===== src/rtl/freq_meter.sv =====
`timescale 1ns/1ps
// freq_meter: counts rising edges of an asynchronous square wave over a gate
// window of GATE_CYCLES clk cycles and publishes the count once per window.
// With a 100 MHz clk and the default window, freq reads directly in Hz.
module freq_meter #(
  parameter int GATE_CYCLES = 100000000,
  parameter int COUNT_W     = 27
) (
  input  logic               clk,
  input  logic               reset,
  input  logic               enable,
  input  logic               sig_in,
  output logic [COUNT_W-1:0] freq,
  output logic               valid,
  output logic               overflow,
  output logic               busy
);

  localparam int                 GATE_W    = (GATE_CYCLES > 1) ? $clog2(GATE_CYCLES) : 1;
  localparam logic [GATE_W-1:0]  GATE_LAST = GATE_W'(GATE_CYCLES - 1);
  localparam logic [COUNT_W-1:0] EDGE_MAX  = '1;

  typedef enum logic [1:0] {
    S_IDLE  = 2'd0,
    S_COUNT = 2'd1,
    S_LATCH = 2'd2
  } state_t;

  state_t             r_state;
  state_t             w_next_state;
  logic [1:0]         r_sync;
  logic               r_hist;
  logic [2:0]         r_sync_vld;
  logic [GATE_W-1:0]  r_gate_cnt;
  logic [COUNT_W-1:0] r_edge_cnt;
  logic               r_sat;
  logic [COUNT_W-1:0] r_freq;
  logic               r_valid;
  logic               r_overflow;
  logic               w_rise;
  logic               w_gate_done;

  // Synchronize sig_in and keep one history flop for edge detection. The
  // r_sync_vld shadow pipeline marks when r_hist holds a real post-reset
  // sample, so a level that is already high at reset release is not
  // mistaken for a rising edge.
  // NOTE: sequential state uses non-blocking assignments so every flop
  // samples the pre-edge value of its neighbour, forming a true shift chain.
  always_ff @(posedge clk or posedge reset) begin
    if (reset) begin
      r_sync     <= '0;
      r_hist     <= 1'b0;
      r_sync_vld <= '0;
    end else begin
      r_sync     <= {r_sync[0], sig_in};
      r_hist     <= r_sync[1];
      r_sync_vld <= {r_sync_vld[1:0], 1'b1};
    end
  end

  assign w_rise      = r_sync[1] & ~r_hist & r_sync_vld[2];
  assign w_gate_done = (r_gate_cnt == GATE_LAST);

  // FSM state register.
  always_ff @(posedge clk or posedge reset) begin
    if (reset) r_state <= S_IDLE;
    else       r_state <= w_next_state;
  end

  // FSM next-state logic; dropping enable during a window aborts it.
  // NOTE: the default assignment at the top keeps this block free of latches.
  always_comb begin
    w_next_state = r_state;
    case (r_state)
      S_IDLE:  if (enable) w_next_state = S_COUNT;
      S_COUNT: begin
        if (!enable)          w_next_state = S_IDLE;
        else if (w_gate_done) w_next_state = S_LATCH;
      end
      S_LATCH: w_next_state = enable ? S_COUNT : S_IDLE;
      default: w_next_state = S_IDLE;
    endcase
  end

  // Gate/edge counters and the published result registers.
  always_ff @(posedge clk or posedge reset) begin
    if (reset) begin
      r_gate_cnt <= '0;
      r_edge_cnt <= '0;
      r_sat      <= 1'b0;
      r_freq     <= '0;
      r_valid    <= 1'b0;
      r_overflow <= 1'b0;
    end else begin
      r_valid <= 1'b0;
      case (r_state)
        S_COUNT: begin
          r_gate_cnt <= r_gate_cnt + 1'b1;
          if (w_rise) begin
            // Saturate rather than wrap; remember that an edge was dropped.
            if (r_edge_cnt == EDGE_MAX) r_sat      <= 1'b1;
            else                        r_edge_cnt <= r_edge_cnt + 1'b1;
          end
        end
        S_LATCH: begin
          r_freq     <= r_edge_cnt;
          r_overflow <= r_sat;
          r_valid    <= 1'b1;
          r_gate_cnt <= '0;
          r_sat      <= 1'b0;
          // An edge arriving on the latch cycle opens the next window.
          r_edge_cnt <= COUNT_W'(w_rise);
        end
        default: begin
          r_gate_cnt <= '0;
          r_edge_cnt <= '0;
          r_sat      <= 1'b0;
        end
      endcase
    end
  end

  assign freq     = r_freq;
  assign valid    = r_valid;
  assign overflow = r_overflow;
  assign busy     = (r_state != S_IDLE);

endmodule


===== config.mk =====
export PLATFORM = sky130hd
export DESIGN_NAME = freq_meter
export DESIGN_NICKNAME = d
export VERILOG_FILES = /design/src/rtl/freq_meter.sv
export SDC_FILE = /design/constraint.sdc
export NUM_CORES = 1
export LEC_CHECK = 0
export CAP_MARGIN = 20
export CORE_MARGIN = 8
export CORE_UTILIZATION = 40
export CTS_CLUSTER_SIZE = 28
export DETAILED_ROUTE_END_ITERATION = 10
export MAX_ROUTING_LAYER = met4
export PLACE_DENSITY = 0.55
export SLEW_MARGIN = 5
export SYNTH_ARGS = -nofsm -noshare
export SYNTH_HDL_FRONTEND = slang
export SYNTH_SLANG_ARGS = --single-unit

===== constraint.sdc =====
create_clock -name clk -period 4.9 [get_ports clk]
set_input_delay 0.98 -clock clk [delete_from_list [all_inputs] [get_ports clk]]
set_output_delay 0.98 -clock clk [all_outputs]
set_load 0.03 [all_outputs]

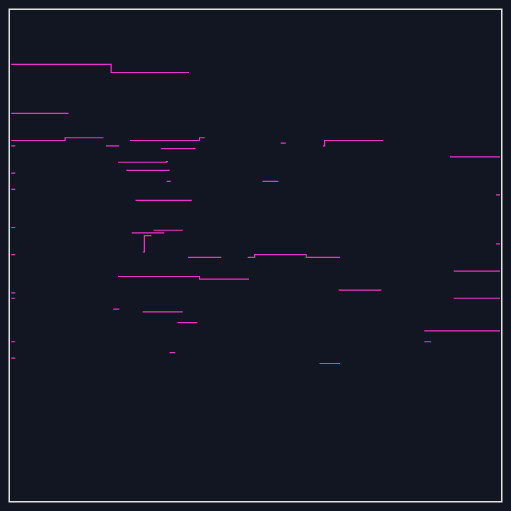
Figure 1: the metal 3 layer.
(4 px per micron)
main direction	horizontal
share of all routed wire	3.5%

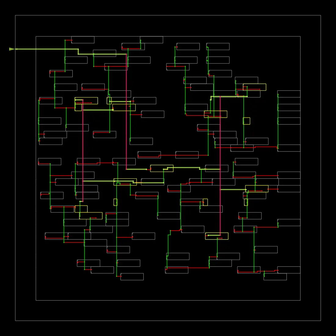
Figure 2: clock routing.
sequential cells: 92
Num CTS Buffers: 9

==> results.py <==
# Generated from Yosys and OpenROAD reports
metrics = {
    "clock_tree": {
        "post-cts-setup-buffer-count": 0,
        "ctsResizeCount": 0,
        "htree_levels": 3,
    },
    "setup_path": {
        "cp_cell_sequence": "inv_1 > ha_1 > inv_1 > clkdlybuf4s50_1",
        "cp_slowest_stage_delay_ns": 0.67,
        "path_max_fanout": 4,
        "path_class": "reg2out",
    },
    "sta": {
        "max-slew-margin-rel_pct": 43.5,
    },
    "logic_synthesis": {
        "ys_area_sq_mm": 0.00456,
        "synth_stat.cells": 421,
        "synth_seq_share_pct": 50.5,
        "fp_nets": 431,
        "aoi_share_pct": 11.1,
    },
    "pwr": {
        "power_leader": "registers",
        "pwr.group.combinational_w": 0.000243,
    },
    "status": {
        "status": "complete, no violations",
    },
    "global_route": {
        "grt_max_degree": 59,
    },
    "route": {
        "wl_met1_mm": 4.82,
        "wl_per_cell_microns": 16.9,
    },
    "die": {
        "pin_count": 34,
    },
    "cells_and_area": {
        "drive_gt1_share_pct": 13.8,
    },
    "job": {
        "warning_count": 29,
    },
}
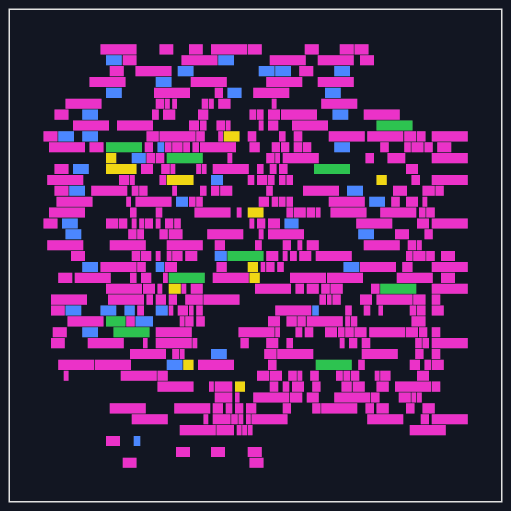
Figure 3: cells by drive strength.
(4 px per micron)
color	size	cells	share
green	x6 and larger	10	2.2%
magenta	x1 and smaller	388	86%
yellow	x3 and x4	11	2.4%
blue	x2	41	9.1%

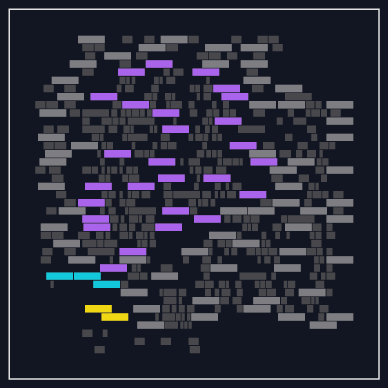
Figure 4: register map, names as in the netlist.
(3 px per micron) Other sequential cells in the stronger gray, the rest of the logic in the fainter gray.
color	signal	placed flops
purple	r_edge_cnt	27
yellow	r_sync	2
cyan	r_sync_vld	3
not colored	60

Power and IR drop assume default switching activity.
